--- config.mk ---
export PLATFORM = sky130hd
export DESIGN_NAME = switch_debounce
export DESIGN_NICKNAME = d
export VERILOG_FILES = /design/src/rtl/switch_debounce.sv
export SDC_FILE = /design/constraint.sdc
export NUM_CORES = 1
export LEC_CHECK = 0
export CAP_MARGIN = 20
export CORE_AREA = 2 2 58 60
export DETAILED_ROUTE_END_ITERATION = 10
export DIE_AREA = 0 0 60 62
export DONT_BUFFER_PORTS = 1
export PLACE_DENSITY = 0.52
export SLEW_MARGIN = 20
export SYNTH_ARGS = -nofsm -noshare
export SYNTH_HDL_FRONTEND = slang
export SYNTH_SLANG_ARGS = --single-unit
--- constraint.sdc ---
create_clock -name clk -period 1.6 [get_ports clk]
set_input_delay 0.24 -clock clk [delete_from_list [all_inputs] [get_ports clk]]
set_output_delay 0.24 -clock clk [all_outputs]
set_load 0.05 [all_outputs]
--- src/rtl/switch_debounce.sv ---
// rtl/switch_debounce.sv - three-channel switch debouncer with 2-flop sync and per-channel qualify FSM
// Optional edge-pulse output sw_rise is enabled by defining SWITCH_DEBOUNCE_RISE_EN.
module switch_debounce #(
    parameter int DEBOUNCE_CNT = 4,
    parameter int CNT_WIDTH    = 4
) (
    input  logic       clk,
    input  logic       rst,
    input  logic [2:0] sw_in,
    output logic [2:0] sw_out,
`ifdef SWITCH_DEBOUNCE_RISE_EN
    output logic [2:0] sw_rise,
`endif
    output logic       stable
);

    typedef enum logic {IDLE, PEND} state_t;

    localparam logic [CNT_WIDTH-1:0] CNT_LIMIT = CNT_WIDTH'(DEBOUNCE_CNT);
    localparam logic [CNT_WIDTH-1:0] CNT_ONE   = CNT_WIDTH'(1);

    logic [2:0]           sync_meta;
    logic [2:0]           sync;
    state_t               state [3];
    logic [CNT_WIDTH-1:0] cnt   [3];
    logic [2:0]           accept;

    // A channel qualifies when it has held its new level for DEBOUNCE_CNT counted cycles.
    always_comb begin
        accept = 3'b000;
        for (int i = 0; i < 3; i++) begin
            accept[i] = (state[i] == PEND) && (sync[i] != sw_out[i]) && (cnt[i] == CNT_LIMIT);
        end
    end

    always_comb begin
        stable = 1'b1;
        for (int i = 0; i < 3; i++) begin
            stable = stable & (state[i] == IDLE);
        end
    end

    always_ff @(posedge clk) begin
        if (rst) begin
            sync_meta <= 3'b000;
            sync      <= 3'b000;
            sw_out    <= 3'b000;
            for (int i = 0; i < 3; i++) begin
                state[i] <= IDLE;
                cnt[i]   <= '0;
            end
        end else begin
            sync_meta <= sw_in;
            sync      <= sync_meta;
            for (int i = 0; i < 3; i++) begin
                case (state[i])
                    IDLE: begin
                        if (sync[i] != sw_out[i]) begin
                            state[i] <= PEND;
                            cnt[i]   <= CNT_ONE;
                        end
                    end
                    PEND: begin
                        if (sync[i] == sw_out[i]) begin
                            state[i] <= IDLE;
                            cnt[i]   <= '0;
                        end else if (accept[i]) begin
                            sw_out[i] <= sync[i];
                            state[i]  <= IDLE;
                            cnt[i]    <= '0;
                        end else begin
                            cnt[i] <= cnt[i] + CNT_ONE;
                        end
                    end
                    default: begin
                        state[i] <= IDLE;
                        cnt[i]   <= '0;
                    end
                endcase
            end
        end
    end

`ifdef SWITCH_DEBOUNCE_RISE_EN
    // Pulse coincides with the first cycle sw_out reads the newly accepted 1.
    always_ff @(posedge clk) begin
        if (rst) begin
            sw_rise <= 3'b000;
        end else begin
            sw_rise <= accept & sync;
        end
    end
`endif

endmodule
==> CHANGELOG.md, run 1 <==
### Physical design

- Total gr overflow: 0
- Logic area: 556 um2
- Longest Clk Path Bufs: 2
- Distinct lib cells used: 32
- CP Capture Type: register
- Yosys synthesis chip area: 0.00119 mm2
- Initial antenna violation count: 0
- Largest net degree at the start of global routing: 21
- Most instantiated logic cells after routing: buf_4, edfxtp_1, nor2_1, dfxtp_1, nand2_1
- Gr usage total: 0.135
- Most Crowded Layer GR: met2
- Layout Cell Area excl Fill: 0.00151 mm2
- Register area: 623 um2
- Post-synth regs: 24
- Worst path max stage delay: 370 ps
- Cell Area, Synth: 0.00119 mm2
- VDD IR max: 0.458 mV
- Number of non-clock buffers in the layout: 25
- Initial DRC count: 32
- Cell area power density: 1030 mW/mm2
- XORs/XNORs by Area: 0.0735
- Gpl congestion: 0.705
- Top logic family: simple AND/OR/NAND/NOR gates
- Met2 WL: 1170 um
- Critical Path RT: 1690 ps
- Worst-Margin Slew: 333 ps
- Leakage power total: 0.619 nW
- Critical path launch point type: register
- WP depth: 6
- Status: complete, but fails checks
- Crit-path leading delay family: simple AND/OR/NAND/NOR gates
- Main area contributors: edfxtp_1, dfxtp_1, ha_1
- Total die size: 0.00372 mm2
- Most used cell, CP: or2_1
- Post-route setup slack: -88.6 ps
- Final wirelength: 2320 um
- N_taps: 46
- Met2 usage: 0.225
- Hold Startpoint: sw_in[1]
- Clock buffer count from CTS: 3
- Placed insts: 172
- Buf/Inv on CP: 1
- H-tree levels: 1
- Multi-input comb cells: 79
- Synth cell count leaders: edfxtp_1, dfxtp_1, nor2_1
- Final setup fails: 2
- Routed wire length on met3: 61 um
- Fin crit period: 1690 ps
- Simple-Gate Area Share: 0.214
- Reg2reg start: cnt[1][0]
- DR vias/cell: 4.69
- Reg2reg setup slack: -90 ps
- Cells on worst reg2reg path: 6
- Syn_area_per_cell: 10.5 um2
- Num ports: 9
- Commonest flop: edfxtp_1
- Largest cell class: sequential cells
- CTS tree: yes
- Setup bufs post-CTS: 2
- Register clock-pin slew on the reported worst setup and hold paths: 130 ps
- Worst Path Max Fanout: 2
- Synthesis-to-layout area growth: 26.9%
- Nets: 151
- Arrival @ worst endpoint: 1770 ps
- Violated checks: negative setup slack
- Ys async rst share: 0
- Root buffer selected by CTS: clkbuf_4
- Hold_buf cts: 4
- Compound Share, Synth: 0.0703
- Fmax: 0.592 GHz
- RR Endpoint: state[1]
- PostCTS Resize Cnt: 0
- Row count: 21
- Layout clock area frac: 0.0347
- Adder-cell area share of the yosys netlist: 0.0630
- Vias in the first global route: 845
- Post-route ant nets: 0
- Fill count: 294
- Net Count, Synth: 125
- PortBufs: 0
- Synth Seq Share: 0.520
- Area leader, netlist: edfxtp_1
- Logic share of the area: 0.367
- Crit path capture: state[1]
- Top-count cell post-synth: edfxtp_1
- Init Core Util: 0.375
- RSZ-0062 raised after global routing: yes
- Worst Path Class, Setup: register to register
- Worst hold-check path type: primary input to register
- Max-slew headroom: 0.778
- Met1 WL: 1070 um
- First-pass GRT wire length: 3710 um
- Final hold viol count: 0
- Final Skew: 18.3 ps
- DP HPWL: 1540 um
- Final-layout clock buffer total: 3
- Non-filler instance count after layout: 185
- CP max stage cell: edfxtp_1
- Log Warnings: 32
- Met3 Track Usage GR: 0.0207
- Hold EP: sync_meta[1]
- EDFF count, synth: 14
- Post-Syn Instances: 114
- GR Layer Usage met1: 0.176
- Most common logic cell in the routed design: buf_4
- Yosys cell count: 114
- Number of non-clock inverters in the layout: 7
- Share of cells above drive strength 1: 0.252
- Drt wl/cell: 12.5 um
- Buffering overhead: 0.131
- Ant diodes: 0
[run 1: through the flow]
step           TNS, ps  hold slack (ps)   util  worst slack [ps]
5_1_grt           -287             33.4  0.476              -143
2_1_floorplan     -139              312      -             -90.2
4_1_cts           -118             42.1  0.462             -72.6
3_3_place_gp     -12.3              308  0.428             -12.3
3_5_place_dp     -87.7              310  0.428             -57.4
6_report          -141             53.3  0.476             -88.6
[run 1: sequential cells by signal, indices dropped and copies added, names as in the netlist]
signal	flops
cnt	12
state	3
sw_out	3
sync	3
sync_meta	3
[run 1: power by group]
| group | switching [mW] | total (mW) | internal (mW) |
|---|---|---|---|
| clock network | 0.191 | 0.445 | 0.253 |
| logic | 0.170 | 0.343 | 0.173 |
| registers | 0.0493 | 0.772 | 0.723 |
| total | 0.411 | 1.56 | 1.15 |
run_1/flops_by_reg.png
Drawn at 8 px/um. Other sequential cells in the stronger grey, the rest of the logic in the fainter grey.
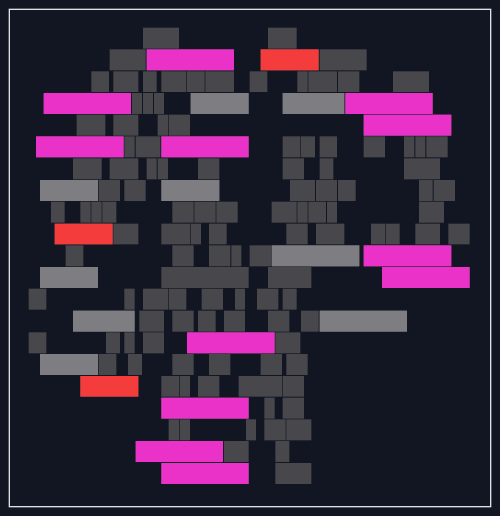
`cnt` -> magenta  # sequential cells 12, where spread over the die
`sync` -> red  # sequential cells 3

run_1/detail.png
Window x 10 to 50, y 22 to 62 um. Cells in grey, sequential cells in the stronger grey; small squares are vias.
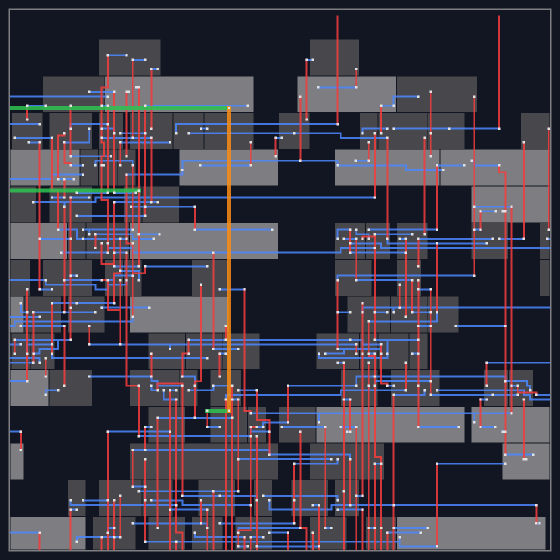
metal 1 -> blue
metal 4 -> orange
metal 3 -> green
metal 2 -> red
netlist names of flops here include = `cnt` (5), `state` (3), `sw_out` (2)
most frequent = buf_4 (13), nor2_1 (8), edfxtp_1 (7)
sequential cells in the window = 12
cells with their middle in the window = 87

run_1/layer_met2.png
Drawn at 4 px/um.
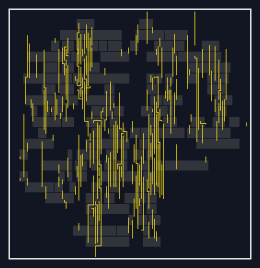
wire length on this layer = 1,170 um
longest straight run = 20.9 um
nets with wire on the layer = 128
share of all routed wire = 50%
main direction = vertical

--- run 2 (diff from run 1) ---
--- a/config.mk
+++ b/config.mk
@@ -6,9 +6,9 @@
 export NUM_CORES = 1
 export LEC_CHECK = 0
 export CAP_MARGIN = 20
-export CORE_AREA = 2 2 58 60
+export CORE_AREA = 2 2 69 51
 export DETAILED_ROUTE_END_ITERATION = 10
-export DIE_AREA = 0 0 60 62
+export DIE_AREA = 0 0 71 53
 export DONT_BUFFER_PORTS = 1
 export PLACE_DENSITY = 0.52
 export SLEW_MARGIN = 20
run_2/congestion.png
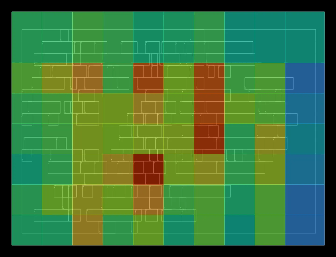
gr usage total: 0.130
Most Crowded Layer GR: met2
Layout Utilization: 0.466

run_2/flops_by_reg.png
Drawn at 6 px/um. Other sequential cells in the stronger grey, the rest of the logic in the fainter grey.
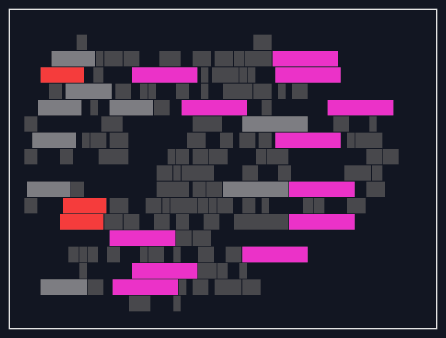
`cnt` -> magenta  # sequential cells 12
`sync` -> red  # sequential cells 3

==> CHANGELOG.md, run 2 <==
### Physical design

- Fin crit period: 1680 ps
- Top logic family: simple AND/OR/NAND/NOR gates
- Log Warnings: 32
- Final-layout clock buffer total: 4
- VDD IR max: 0.443 mV
- Multi-input comb cells: 79
- Logic area: 554 um2
- DR vias/cell: 4.91
- Leakage power total: 0.579 nW
- Met3 Track Usage GR: 0.0457
- Post-synth regs: 24
- PostCTS Resize Cnt: 0
- RSZ-0062 raised after global routing: yes
- Placed insts: 163
- CP max stage cell: edfxtp_1
- Largest register FFs: 12
- Ant diodes: 0
- Internal Power: 1.14 mW
- PortBufs: 0
- Initial DRC count: 22
- Setup bufs post-CTS: 1
- Logic share of the area: 0.386
- GR Layer Usage met1: 0.171
- Status: complete, but fails checks
- Layout Cell Area excl Fill: 0.00144 mm2
- Cell area power density: 1070 mW/mm2
- Longest Clk Path Bufs: 2
- Root buffer selected by CTS: clkbuf_8
- Critical path launch point type: register
- Number of non-clock inverters in the layout: 7
- Main area contributors: edfxtp_1, dfxtp_1, ha_1
- Final TNS setup: -120 ps
- Post-route setup slack: -78.0 ps
- P_comb: 0.304 mW
- Largest cell class: sequential cells
- Register area: 623 um2
- Routed wire length on met3: 69 um
- Min Hold Slack: 25.5 ps
- Synth Seq Share: 0.520
- Compound Share, Synth: 0.0703
- Total gr overflow: 0
- Most instantiated logic cells after routing: buf_4, edfxtp_1, nor2_1, dfxtp_1, nand2_1
- Synth cell count leaders: edfxtp_1, dfxtp_1, nor2_1
- Met2 usage: 0.206
- Psw: 0.400 mW
- Flop+latch power: 0.773 mW
- N_taps: 38
- Final hold viol count: 0
- Share of cells above drive strength 1: 0.231
- Num ports: 9
- Sw Share: 0.260
- Gpl congestion: 0.825
- Drt wl/cell: 12.7 um
- Violated checks: negative setup slack
- Post-route ant nets: 0
- H-tree levels: 1
- Hold_buf cts: 0
- Arrival @ worst endpoint: 1710 ps
- Total die size: 0.00376 mm2
- Register clock-pin slew on the reported worst setup and hold paths: 90 ps
- Final Skew: 3.63 ps
- Most used cell, CP: or2_1
- Combinational power share: 0.198
- Worst path max stage delay: 350 ps
- Worst Path Max Fanout: 2
- Final setup fails: 2
- Max-slew headroom: 0.761
- Initial antenna violation count: 0
- Cells on worst reg2reg path: 6
run_2/logic_types.png
Drawn at 6 px/um.
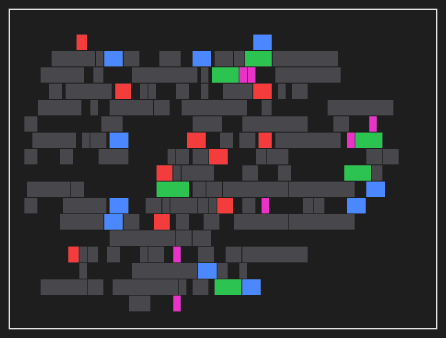
inverting AOI/OAI gates -> red  # cells 10
XOR/XNOR gates -> blue  # cells 10
inverters -> magenta  # cells 7
adder and majority cells -> green  # cells 6

## run 2: cell counts after synthesis
Identical to the previous run, type by type.
## run 2: worst max-delay path: cells and delay by family, from the launching register on
family	cells	cell delay, ps
and+or+nand+nor	3	600
DFF	1	350
muxes	1	270
adders and majority gates	1	170
buffers and inverters	1	50
## run 2: cells by family after synthesis
kind of cell	count (synthesis)
and+or+nand+nor	49
xor gates and xnor gates	10
muxes	2
AOI/OAI and AO/OA	12
DFF	24
buffers and inverters	11
adders and majority gates	6
## run 2: path summary, 6_finish.rpt
path / from / endpoint / slack [ps]
min: rst / sw_out[1] / 30
min reg2reg: sync_meta[1] / sync[1] / 440
max: cnt[1][0] / state[1] / -80
max reg2reg: cnt[1][0] / state[1] / -80
run_2/io_fan.png
Drawn at 6 px/um.
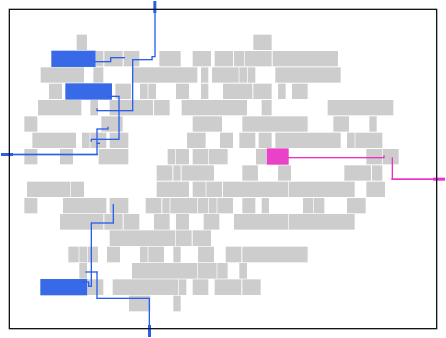

--- run 3 (diff from run 2) ---
--- a/config.mk
+++ b/config.mk
@@ -6,11 +6,11 @@
 export NUM_CORES = 1
 export LEC_CHECK = 0
 export CAP_MARGIN = 20
-export CORE_AREA = 2 2 69 51
+export CORE_AREA = 2 2 64 48
 export DETAILED_ROUTE_END_ITERATION = 10
-export DIE_AREA = 0 0 71 53
+export DIE_AREA = 0 0 66 50
 export DONT_BUFFER_PORTS = 1
-export PLACE_DENSITY = 0.52
+export PLACE_DENSITY = 0.59
 export SLEW_MARGIN = 20
 export SYNTH_ARGS = -nofsm -noshare
 export SYNTH_HDL_FRONTEND = slang
run_3/io_fan.png
Drawn at 8 px/um.
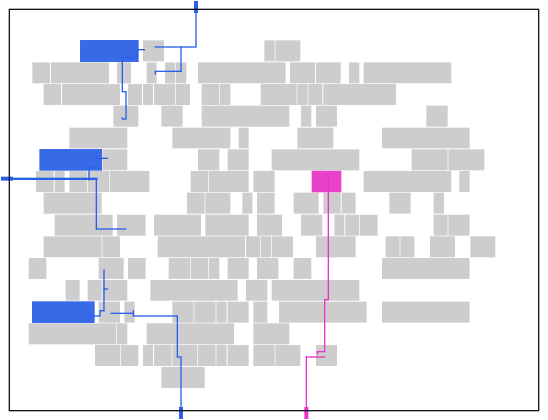
`stable` -> magenta  # bits 1, direction output, edge bottom, end cells 1, buffers 1, wire 32.9 um
`sw_out` -> blue  # bits 3, direction output, edge 1 left, 1 bottom, 1 top, end cells 3, buffers 3, wire 82.1 um

run_3/flops_by_reg.png
Drawn at 8 px/um. Other sequential cells in the stronger grey, the rest of the logic in the fainter grey.
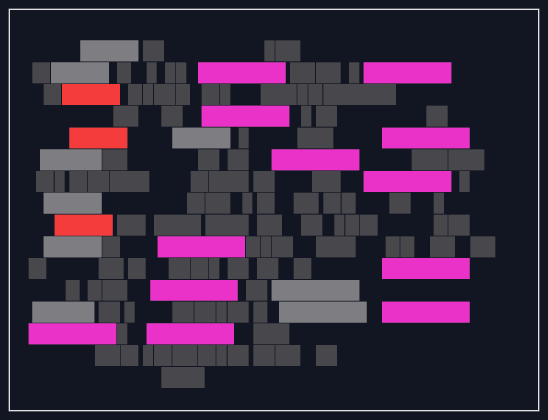
`sync` -> red  # sequential cells 3
`cnt` -> magenta  # sequential cells 12

==> CHANGELOG.md, run 3 <==
### Physical design

- Status: complete, but fails checks
- Violated checks: negative setup slack
- Total gr overflow: 0
- RR Endpoint: state[1]
- Log Warnings: 32
- RSZ-0062 raised after global routing: yes
- Hold_buf cts: 0
- Sw Share: 0.254
- Arrival @ worst endpoint: 1680 ps
- Init Core Util: 0.444
- Buf/Inv on CP: 1
- Post-route setup slack: -46.5 ps
- Post-route ant nets: 0
- Leakage power total: 0.580 nW
- Num ports: 9
- Clock buffer count from CTS: 3
- Synth cell count leaders: edfxtp_1, dfxtp_1, nor2_1
- Layout Cell Area excl Fill: 0.00144 mm2
- Syn_area_per_cell: 10.5 um2
- Initial DRC count: 19
- Final wirelength: 1990 um
- Flop pwr share: 0.511
- Reg2reg setup slack: -50 ps
- Longest Clk Path Bufs: 2
- CP Capture Type: register
- Gpl congestion: 0.781
- Non-filler instance count after layout: 166
- Largest register FFs: 12
- Final TNS setup: -71.8 ps
- Commonest flop: edfxtp_1
- EDFF count, synth: 14
- Worst path max stage delay: 340 ps
- Register clock-pin slew on the reported worst setup and hold paths: 80 ps
- Most Crowded Layer GR: met2
- Drt wl/cell: 12.0 um
- Placed insts: 160
- Combinational power share: 0.189
- Biggest consumer: registers
- Setup bufs post-CTS: 1
- Vias in the first global route: 843
- Post-Syn Instances: 114
- Internal Power: 1.13 mW
- Top-count cell post-synth: edfxtp_1
- Final setup fails: 2
- Hold Startpoint: rst
- Simple-Gate Area Share: 0.214
- Synth Seq Share: 0.520
- Flop+latch power: 0.774 mW
- GR Layer Usage met1: 0.201
- Psw: 0.384 mW
- DR vias/cell: 4.99
- Layout Utilization: 0.535
- Met2 usage: 0.231
- Root buffer selected by CTS: clkbuf_8
- Reg2reg start: cnt[1][0]
- PortBufs: 0
- Crit-path leading delay family: simple AND/OR/NAND/NOR gates
- Met2 WL: 913 um
- Critical path launch point type: register
- Post-synth regs: 24
- Share of cells above drive strength 1: 0.231
- Area leader, netlist: edfxtp_1
- Yosys synthesis chip area: 0.00119 mm2
- CTS tree: yes
- H-tree levels: 1
- Worst Path Class, Setup: register to register
- Most used cell, CP: or2_1
- Cells on worst reg2reg path: 6
- Final hold viol count: 0
- Total die size: 0.00330 mm2
- Critical Path RT: 1630 ps
- Worst hold-check path type: primary input to register
- Most instantiated logic cells after routing: buf_4, edfxtp_1, nor2_1, dfxtp_1, nand2_1
- Row count: 16
- PostCTS Resize Cnt: 0
- First-pass GRT wire length: 3700 um
- Fmax: 0.607 GHz
- Final Skew: 3.49 ps
- Dpl ws: -49.6 ps
- Ant diodes: 0
- Cell Area, Synth: 0.00119 mm2
- Cell area power density: 1060 mW/mm2
- Yosys cell count: 114
- Hold EP: sw_out[0]
- Min Hold Slack: 29.8 ps
- Worst-Margin Slew: 399 ps
- VDD IR max: 0.656 mV
- Nets: 142
- CP max stage cell: edfxtp_1
- DP HPWL: 1510 um
- Met3 Track Usage GR: 0.0502
- Adder-cell area share of the yosys netlist: 0.0630
run_3/logic_types.png
Drawn at 8 px/um.
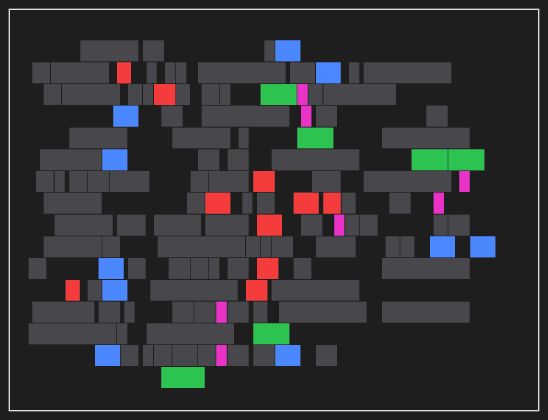
adder and majority cells -> green  # cells 6
inverters -> magenta  # cells 7
inverting AOI/OAI gates -> red  # cells 10
XOR/XNOR gates -> blue  # cells 10, where spread over the die

==> run 3: final cells by class <==
| type | count | area (um2) | share of cell area |
|---|---|---|---|
| clock buffers | 4 | 66.3 | 0.0462 |
| inverters | 7 | 26.3 | 0.0183 |
| multi-input cells | 79 | 554 | 0.386 |
| flip-flops and latches | 24 | 623 | 0.434 |
| well taps | 36 | 45.0 | 0.0314 |
| repair buffers | 16 | 120 | 0.0837 |
==> run 3: worst max path at each step <==
stage,from,end
6_report,cnt[1][0],state[1]
5_1_grt,cnt[1][0],state[1]
4_1_cts,cnt[1][0],state[1]
3_5_place_dp,cnt[1][0],state[1]
3_3_place_gp,cnt[1][0],state[1]
2_1_floorplan,cnt[1][0],state[1]
No activity file was given, so power comes from the tool's default toggle rates.
